ff_map.png
Scale bar: 50 µm. Other sequential cells in the stronger grey, the rest of the logic in the fainter grey.
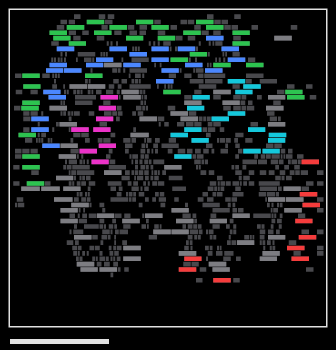
class_map.png
Scale bar: 50 µm.
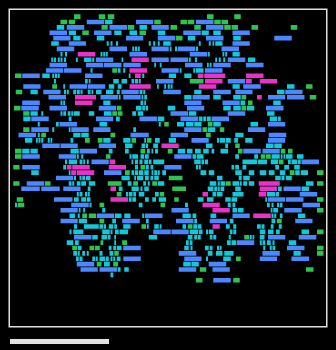
clock_wires.png
Scale bar: 50 µm.
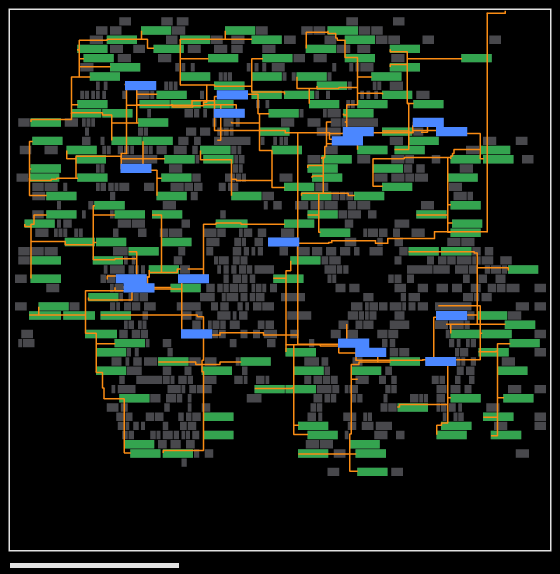
congestion_map.png
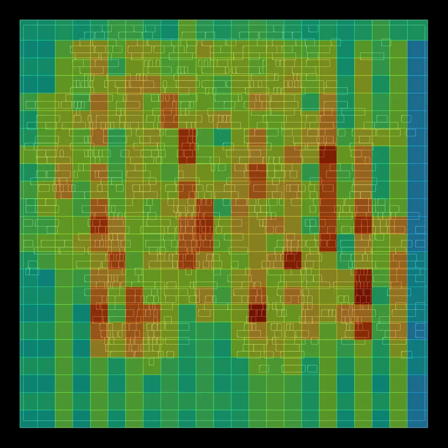
gates.png
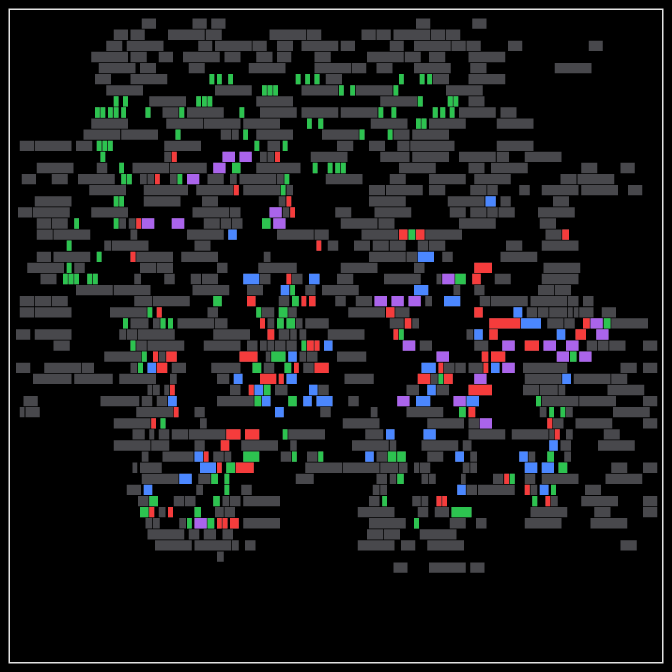
### config.mk
export PLATFORM = sky130hd
export DESIGN_NAME = uart_program_loader
export DESIGN_NICKNAME = d
export VERILOG_FILES = /design/src/rtl/uart_program_loader.sv
export SDC_FILE = /design/constraint.sdc
export NUM_CORES = 1
export LEC_CHECK = 0
export CAP_MARGIN = 20
export CORE_UTILIZATION = 28
export DETAILED_ROUTE_END_ITERATION = 6
export PLACE_DENSITY = 0.47
export REMOVE_ABC_BUFFERS = 1
export SLEW_MARGIN = 20
export SYNTH_ARGS = -nofsm -noshare
export SYNTH_HDL_FRONTEND = slang
export SYNTH_SLANG_ARGS = --single-unit
### constraint.sdc
create_clock -name clk_i -period 2.5 [get_ports clk_i]
set_input_delay 0.75 -clock clk_i [delete_from_list [all_inputs] [get_ports clk_i]]
set_output_delay 0.75 -clock clk_i [all_outputs]
set_load 0.01 [all_outputs]
### src/rtl/uart_program_loader.sv
// ---------------------------------------------------------------------------
// uart_program_loader
//
// Boot-time loader. Receives a program image over an 8N1 UART line and writes
// it word by word into the instruction/data RAM. The CPU is held in reset
// until a complete image with a matching checksum has been written.
//
// Frame: SYNC_BYTE, LEN_LO, LEN_HI, 4*N data bytes (little-endian words), CSUM
//        where CSUM is the XOR of all data bytes (0x00 for N = 0).
//
// Ports:
//   clk_i        system clock
//   reset_ni     asynchronous active-low reset
//   rx_i         UART serial input (idle high, asynchronous to clk_i)
//   ram_we_o     RAM write strobe, one cycle per word
//   ram_addr_o   RAM word address (holds last value when ram_we_o = 0)
//   ram_wdata_o  RAM write data   (holds last value when ram_we_o = 0)
//   cpu_hold_o   1 = keep the CPU in reset
//   done_o       image loaded and checksum valid (sticky until reset)
//   error_o      framing, length or checksum error (sticky until next sync)
// ---------------------------------------------------------------------------
module uart_program_loader #(
    parameter int          CLKS_PER_BIT = 868,
    parameter int          ADDR_WIDTH   = 10,
    parameter int          DEPTH        = 1024,
    parameter logic [7:0]  SYNC_BYTE    = 8'hA5
) (
    input  logic                  clk_i,
    input  logic                  reset_ni,
    input  logic                  rx_i,
    output logic                  ram_we_o,
    output logic [ADDR_WIDTH-1:0] ram_addr_o,
    output logic [31:0]           ram_wdata_o,
    output logic                  cpu_hold_o,
    output logic                  done_o,
    output logic                  error_o
);

    localparam int              CNT_W    = $clog2(CLKS_PER_BIT);
    localparam logic [CNT_W-1:0] CNT_LAST = CNT_W'(CLKS_PER_BIT - 1);
    // Start-bit recheck lands roughly in the middle of the start bit.
    localparam logic [CNT_W-1:0] CNT_HALF = CNT_W'(CLKS_PER_BIT / 2 - 1);
    localparam logic [16:0]      DEPTH_W  = 17'(DEPTH);

    // ------------------------------------------------------------------
    // RX synchronizer and edge detector
    // ------------------------------------------------------------------
    logic rx_meta_q;
    logic rx_sync_q;
    logic rx_prev_q;

    always_ff @(posedge clk_i or negedge reset_ni) begin
        if (!reset_ni) begin
            rx_meta_q <= 1'b1;
            rx_sync_q <= 1'b1;
            rx_prev_q <= 1'b1;
        end else begin
            rx_meta_q <= rx_i;
            rx_sync_q <= rx_meta_q;
            rx_prev_q <= rx_sync_q;
        end
    end

    // ------------------------------------------------------------------
    // RX byte receiver
    // ------------------------------------------------------------------
    typedef enum logic [1:0] {
        RX_WAIT_START,
        RX_START,
        RX_DATA,
        RX_STOP
    } rx_state_e;

    rx_state_e        rx_state_q, rx_state_d;
    logic [CNT_W-1:0] cnt_q, cnt_d;
    logic [2:0]       bit_idx_q, bit_idx_d;
    logic [7:0]       shift_q, shift_d;
    logic             byte_valid;
    logic             frame_err;
    logic [7:0]       rx_byte;

    always_ff @(posedge clk_i or negedge reset_ni) begin
        if (!reset_ni) begin
            rx_state_q <= RX_WAIT_START;
            cnt_q      <= '0;
            bit_idx_q  <= '0;
            shift_q    <= '0;
        end else begin
            rx_state_q <= rx_state_d;
            cnt_q      <= cnt_d;
            bit_idx_q  <= bit_idx_d;
            shift_q    <= shift_d;
        end
    end

    always_comb begin
        rx_state_d = rx_state_q;
        cnt_d      = cnt_q;
        bit_idx_d  = bit_idx_q;
        shift_d    = shift_q;
        byte_valid = 1'b0;
        frame_err  = 1'b0;

        case (rx_state_q)
            RX_WAIT_START: begin
                // A real falling edge is required, so a line left low after
                // a bad stop bit does not retrigger reception.
                if (rx_prev_q && !rx_sync_q) begin
                    rx_state_d = RX_START;
                    cnt_d      = '0;
                end
            end
            RX_START: begin
                if (cnt_q == CNT_HALF) begin
                    cnt_d = '0;
                    if (rx_sync_q) begin
                        rx_state_d = RX_WAIT_START;   // glitch, not a start bit
                    end else begin
                        rx_state_d = RX_DATA;
                        bit_idx_d  = '0;
                    end
                end else begin
                    cnt_d = cnt_q + CNT_W'(1);
                end
            end
            RX_DATA: begin
                if (cnt_q == CNT_LAST) begin
                    cnt_d   = '0;
                    shift_d = {rx_sync_q, shift_q[7:1]};   // LSB first
                    if (bit_idx_q == 3'd7) begin
                        rx_state_d = RX_STOP;
                    end else begin
                        bit_idx_d = bit_idx_q + 3'd1;
                    end
                end else begin
                    cnt_d = cnt_q + CNT_W'(1);
                end
            end
            RX_STOP: begin
                if (cnt_q == CNT_LAST) begin
                    cnt_d      = '0;
                    rx_state_d = RX_WAIT_START;
                    if (rx_sync_q) begin
                        byte_valid = 1'b1;
                    end else begin
                        frame_err = 1'b1;
                    end
                end else begin
                    cnt_d = cnt_q + CNT_W'(1);
                end
            end
            default: rx_state_d = RX_WAIT_START;
        endcase
    end

    assign rx_byte = shift_q;

    // ------------------------------------------------------------------
    // Frame parser / RAM writer
    // ------------------------------------------------------------------
    typedef enum logic [2:0] {
        ST_IDLE,
        ST_LEN0,
        ST_LEN1,
        ST_DATA,
        ST_CSUM,
        ST_DONE,
        ST_ERROR
    } state_e;

    state_e                state_q, state_d;
    logic [7:0]            len_lo_q, len_lo_d;
    logic [15:0]           len_q, len_d;
    logic [15:0]           word_idx_q, word_idx_d;
    logic [1:0]            byte_idx_q, byte_idx_d;
    logic [31:0]           word_q, word_d;
    logic [7:0]            xor_q, xor_d;
    logic                  ram_we_q, ram_we_d;
    logic [ADDR_WIDTH-1:0] ram_addr_q, ram_addr_d;
    logic [31:0]           ram_wdata_q, ram_wdata_d;
    logic [15:0]           n_len;
    logic [31:0]           word_next;

    always_ff @(posedge clk_i or negedge reset_ni) begin
        if (!reset_ni) begin
            state_q     <= ST_IDLE;
            len_lo_q    <= '0;
            len_q       <= '0;
            word_idx_q  <= '0;
            byte_idx_q  <= '0;
            word_q      <= '0;
            xor_q       <= '0;
            ram_we_q    <= 1'b0;
            ram_addr_q  <= '0;
            ram_wdata_q <= '0;
        end else begin
            state_q     <= state_d;
            len_lo_q    <= len_lo_d;
            len_q       <= len_d;
            word_idx_q  <= word_idx_d;
            byte_idx_q  <= byte_idx_d;
            word_q      <= word_d;
            xor_q       <= xor_d;
            ram_we_q    <= ram_we_d;
            ram_addr_q  <= ram_addr_d;
            ram_wdata_q <= ram_wdata_d;
        end
    end

    // Little-endian assembly: each new byte enters at the top and the word
    // shifts down, so after four bytes the first one sits in bits [7:0].
    assign n_len     = {rx_byte, len_lo_q};
    assign word_next = {rx_byte, word_q[31:8]};

    always_comb begin
        state_d     = state_q;
        len_lo_d    = len_lo_q;
        len_d       = len_q;
        word_idx_d  = word_idx_q;
        byte_idx_d  = byte_idx_q;
        word_d      = word_q;
        xor_d       = xor_q;
        ram_we_d    = 1'b0;
        ram_addr_d  = ram_addr_q;
        ram_wdata_d = ram_wdata_q;

        if (frame_err && (state_q != ST_DONE)) begin
            state_d = ST_ERROR;
        end else if (byte_valid) begin
            case (state_q)
                ST_IDLE, ST_ERROR: begin
                    if (rx_byte == SYNC_BYTE) begin
                        state_d    = ST_LEN0;
                        xor_d      = '0;
                        word_idx_d = '0;
                        byte_idx_d = '0;
                    end
                end
                ST_LEN0: begin
                    len_lo_d = rx_byte;
                    state_d  = ST_LEN1;
                end
                ST_LEN1: begin
                    len_d      = n_len;
                    word_idx_d = '0;
                    byte_idx_d = '0;
                    if ({1'b0, n_len} > DEPTH_W) begin
                        state_d = ST_ERROR;
                    end else if (n_len == 16'd0) begin
                        state_d = ST_CSUM;
                    end else begin
                        state_d = ST_DATA;
                    end
                end
                ST_DATA: begin
                    xor_d      = xor_q ^ rx_byte;
                    word_d     = word_next;
                    byte_idx_d = byte_idx_q + 2'd1;
                    if (byte_idx_q == 2'd3) begin
                        ram_we_d    = 1'b1;
                        ram_addr_d  = word_idx_q[ADDR_WIDTH-1:0];
                        ram_wdata_d = word_next;
                        word_idx_d  = word_idx_q + 16'd1;
                        if (word_idx_q == (len_q - 16'd1)) begin
                            state_d = ST_CSUM;
                        end
                    end
                end
                ST_CSUM: begin
                    state_d = (rx_byte == xor_q) ? ST_DONE : ST_ERROR;
                end
                default: ;   // DONE is terminal
            endcase
        end
    end

    assign ram_we_o    = ram_we_q;
    assign ram_addr_o  = ram_addr_q;
    assign ram_wdata_o = ram_wdata_q;
    assign done_o      = (state_q == ST_DONE);
    assign error_o     = (state_q == ST_ERROR);
    assign cpu_hold_o  = (state_q != ST_DONE);

endmodule

==> results.json <==
{
  "post_synthesis_to_final_layout_area_growth_pct": 28.4,
  "grt_start_max_net_pins": 54,
  "switchingPower_mw": 1.30,
  "ys_seq_elements": 146,
  "layout.cells.most_common_list": "sky130_fd_sc_hd__dfrtp_1 (142), sky130_fd_sc_hd__nand2_1 (99), sky130_fd_sc_hd__mux2_2 (73), sky130_fd_sc_hd__buf_4 (54), sky130_fd_sc_hd__o21ai_0 (53)",
  "grt-ovfl-total": 0,
  "wl_met3_um": 473,
  "p_total_mw": 5.54,
  "dpl-instance-area_um2": 8130,
  "regToRegStartpoint": "rx_byte[1]",
  "critPathCaptureType": "flop",
  "fa_ha_maj_area_share_pct": 1.26,
  "vias_in_the_first_global_route": 5278,
  "synth_cells": 658,
  "final.hold.worst_slack_ns": 0.289,
  "inv_count": 12,
  "clock-root-buffer": "sky130_fd_sc_hd__clkbuf_16",
  "grt_first_pass_wirelength_mm": 27.5,
  "ys_seq_share_pct": 52.5,
  "layout.nets": 760,
  "hold_class": "input port to async pin",
  "p_sw_share_pct": 23.4,
  "critical_path_class": "flop to flop",
  "dieWidth_um": 160,
  "buffer_ports.inserted": 48,
  "well_tap_count": 324,
  "synth.lib_cells_used.distinct": 61,
  "design.core.area_um2": 24400,
  "post-synth-top-area-cell": "sky130_fd_sc_hd__dfrtp_1",
  "finalMaxSlewViolations": 0,
  "die_area_um2": 25500,
  "synth.area.top_cells": "sky130_fd_sc_hd__dfrtp_1 (51%), sky130_fd_sc_hd__mux2_2 (12%), sky130_fd_sc_hd__nand2_1 (5.4%)",
  "layout.area.seq_um2": 3660,
  "tritoncts": "done",
  "synth_stat.cells": 658,
  "synth.cellmix.simpleShare_pct": 17.8,
  "post_synth_ao_oa_area_fraction_pct": 9.30,
  "synth-main-ff-cell": "sky130_fd_sc_hd__dfrtp_1",
  "timing.critical_path.depth": 7,
  "worst_ep_required_time_ns": 2.86,
  "critical_path_arrival_ns": 2.80,
  "power_leader": "clock",
  "edff_count_synth": 0,
  "vias": 5219,
  "floorplan.initialDensity_pct": 28.6,
  "first_pass_iters": 4,
  "maxCapViolCount": 0,
  "yosys-top-cells-count": "sky130_fd_sc_hd__dfrtp_1 (143), sky130_fd_sc_hd__nand2_1 (100), sky130_fd_sc_hd__mux2_2 (73)",
  "worstPathMaxFanout": 8,
  "timing.max_slew.rel_slack_pct": 62.7,
  "internal_power_contribution_mw": 4.25,
  "worst_pin_slew_ns": 0.559,
  "cp-startpoint": "rx_byte[1]",
  "place_worst_setup_slack_ns": -0.0670,
  "routed_via_density": 4.80,
  "ir_worst_vdd_v": 0.000439,
  "cellLeakagePower_nw": 4.24,
  "number_of_multi_input_combinational_cells_in_the_layout": 465,
  "status": "completed",
  "r2r.worst_path.cells": 7,
  "synth.most_common_cell": "sky130_fd_sc_hd__dfrtp_1",
  "grt.met1_usage_pct": 17.6,
  "power.density_cell_area_nw_per_um2": 619,
  "r2r_end": "word_idx_q[6]",
  "area_share_nonclk_buffers_pct": 11.0,
  "final_min_period_over_clock_period_pct": 97.6,
  "seq_cell_power_mw": 2.45,
  "combinationalPowerShare_pct": 5.3,
  "place_congestion": 0.824,
  "top_ports": 49,
  "route.detailed.drc": 0,
  "clock_tree.buffer_depth": 2,
  "seq-cell-share_pct": 40.9,
  "cts.repair.resized": 9,
  "tns_ns": 0,
  "post-route-util_pct": 36.7,
  "tool_warnings": 27,
  "dominant-cell-class": "flip-flops and latches",
  "number_of_h_tree_levels": 4,
  "postRouteAntennaNets": 0,
  "fraction_of_layout_instances_using_a_drive_strength_above_1_pct": 26.9,
  "synth_area_per_cell_um2": 10.6,
  "cp_cell_instances": "or2_1, or4_4, nand3_2, nand2_2, or4_4, or3b_1, nand2_1",
  "critical_path_cell_with_the_highest_stage_delay": "sky130_fd_sc_hd__or4_4",
  "critical_path.max_stage_delay_ns": 0.58,
  "synth.yosys.chip_area_um2": 6970,
  "antenna_cells_inserted": 0,
  "critPathCapture": "word_idx_q[6]",
  "die_h_um": 160,
  "gr_util_met3_pct": 3.09,
  "grt_busiest_layer": "met2",
  "clock_edge_transition_at_the_registers_on_the_reported_setup_and_hold_paths_ns": 0.07,
  "cts_buffers": 17,
  "period_minus_slack_ns": 2.44,
  "worst-r2r-setup-slack_ns": 0.06,
  "placement_rows": 57,
  "fraction_of_power_consumed_by_sequential_logic_pct": 44.2,
  "xor_area_share_pct": 3.39,
  "synth.top_cell.area_share_pct": 51.4,
  "synth.cell_area_um2": 6970,
  "async_reset_ff_share_pct": 100,
  "hold_violations": 0,
  "antenna_found_initial": 0,
  "met2RoutedLength_mm": 7.91,
  "final.clkbuf_count": 17,
  "postLayoutCellArea_um2": 8940,
  "muxShareOfSynthArea_pct": 12.8,
  "rsz_0062_raised_after_global_routing": "true",
  "top_logic_kind": "simple AND/OR/NAND/NOR gates",
  "timing.final.ws_setup_ns": 0.0595,
  "cp-start-kind": "flop",
  "postCtsSetupBuffers": 0,
  "largest_register_ffs": 32,
  "nNonClkBuffers": 108,
  "critical_path.top_delay_family": "simple AND/OR/NAND/NOR gates",
  "instance_count_after_placement_with_tap_cells_included": 1046,
  "highest-signal-layer": "met4",
  "filler_cell_count_in_the_final_layout": 2434,
  "routed_wl_mm": 16.4,
  "drt-met1-wl_mm": 7.76,
  "setup_violations": 0,
  "drt-initial-drc-count": 262,
  "worstPathBufferInverterCount": 0,
  "cts_hold_buf": 0,
  "hpwl_mm": 11.2,
  "final-clk-cell-share_pct": 7.19,
  "timing.fmax_mhz": 410,
  "tritoncts_num_sinks": 146,
  "numSequentialCells": 146,
  "yosysWarningCount": 0,
  "pwr.group.combinational_mw": 0.295
}
Notes on ff_map.png above:
Key: red = `ram_addr_o` [flops 10]; magenta = `rx_byte` [flops 8]; blue = `word_q` [flops 24]; cyan = `len_q` [flops 16]; green = `ram_wdata_o` [flops 32]
Another 56 sequential cells are not coloured.

Notes on class_map.png above:
Key: green = remaining buffers and delay cells [cells 108, share of their area 12%]; blue = registers [cells 146, share of their area 43%]; cyan = remaining logic cells [cells 477, share of their area 38%]; magenta = clock drivers and dummy loads [cells 32, share of their area 7.5%]

Notes on clock_wires.png above:
Key: blue = clock-net drivers [count 17]; orange = clock wires [length 2070 µm]; green = flip-flops [count 146]
There are 18 routed clock nets. Position of the flops: spread over the die.
power share of the clock group: 50.4%
Worst Skew: 0.00549 ns
clock group total power: 2.79 mW
latest clock arrival within the worst-skew pair: 0.42 ns

Notes on congestion_map.png above:
Wirelength per Cell: 15.1 µm
GRT met2 Usage: 21.8%
GR Util All Layers: 13.5%

Notes on gates.png above:
Key: purple = xor and xnor cells [cells 27]; blue = and/or cells [cells 44]; green = nand cells [cells 131]; red = nor cells [cells 70]
most common cell after layout, fill and taps aside: sky130_fd_sc_hd__dfrtp_1
combinational share of cell area: 35.9%
filler-free cell count of the finished design: 1087

Power is estimated from default activity; no workload was simulated.
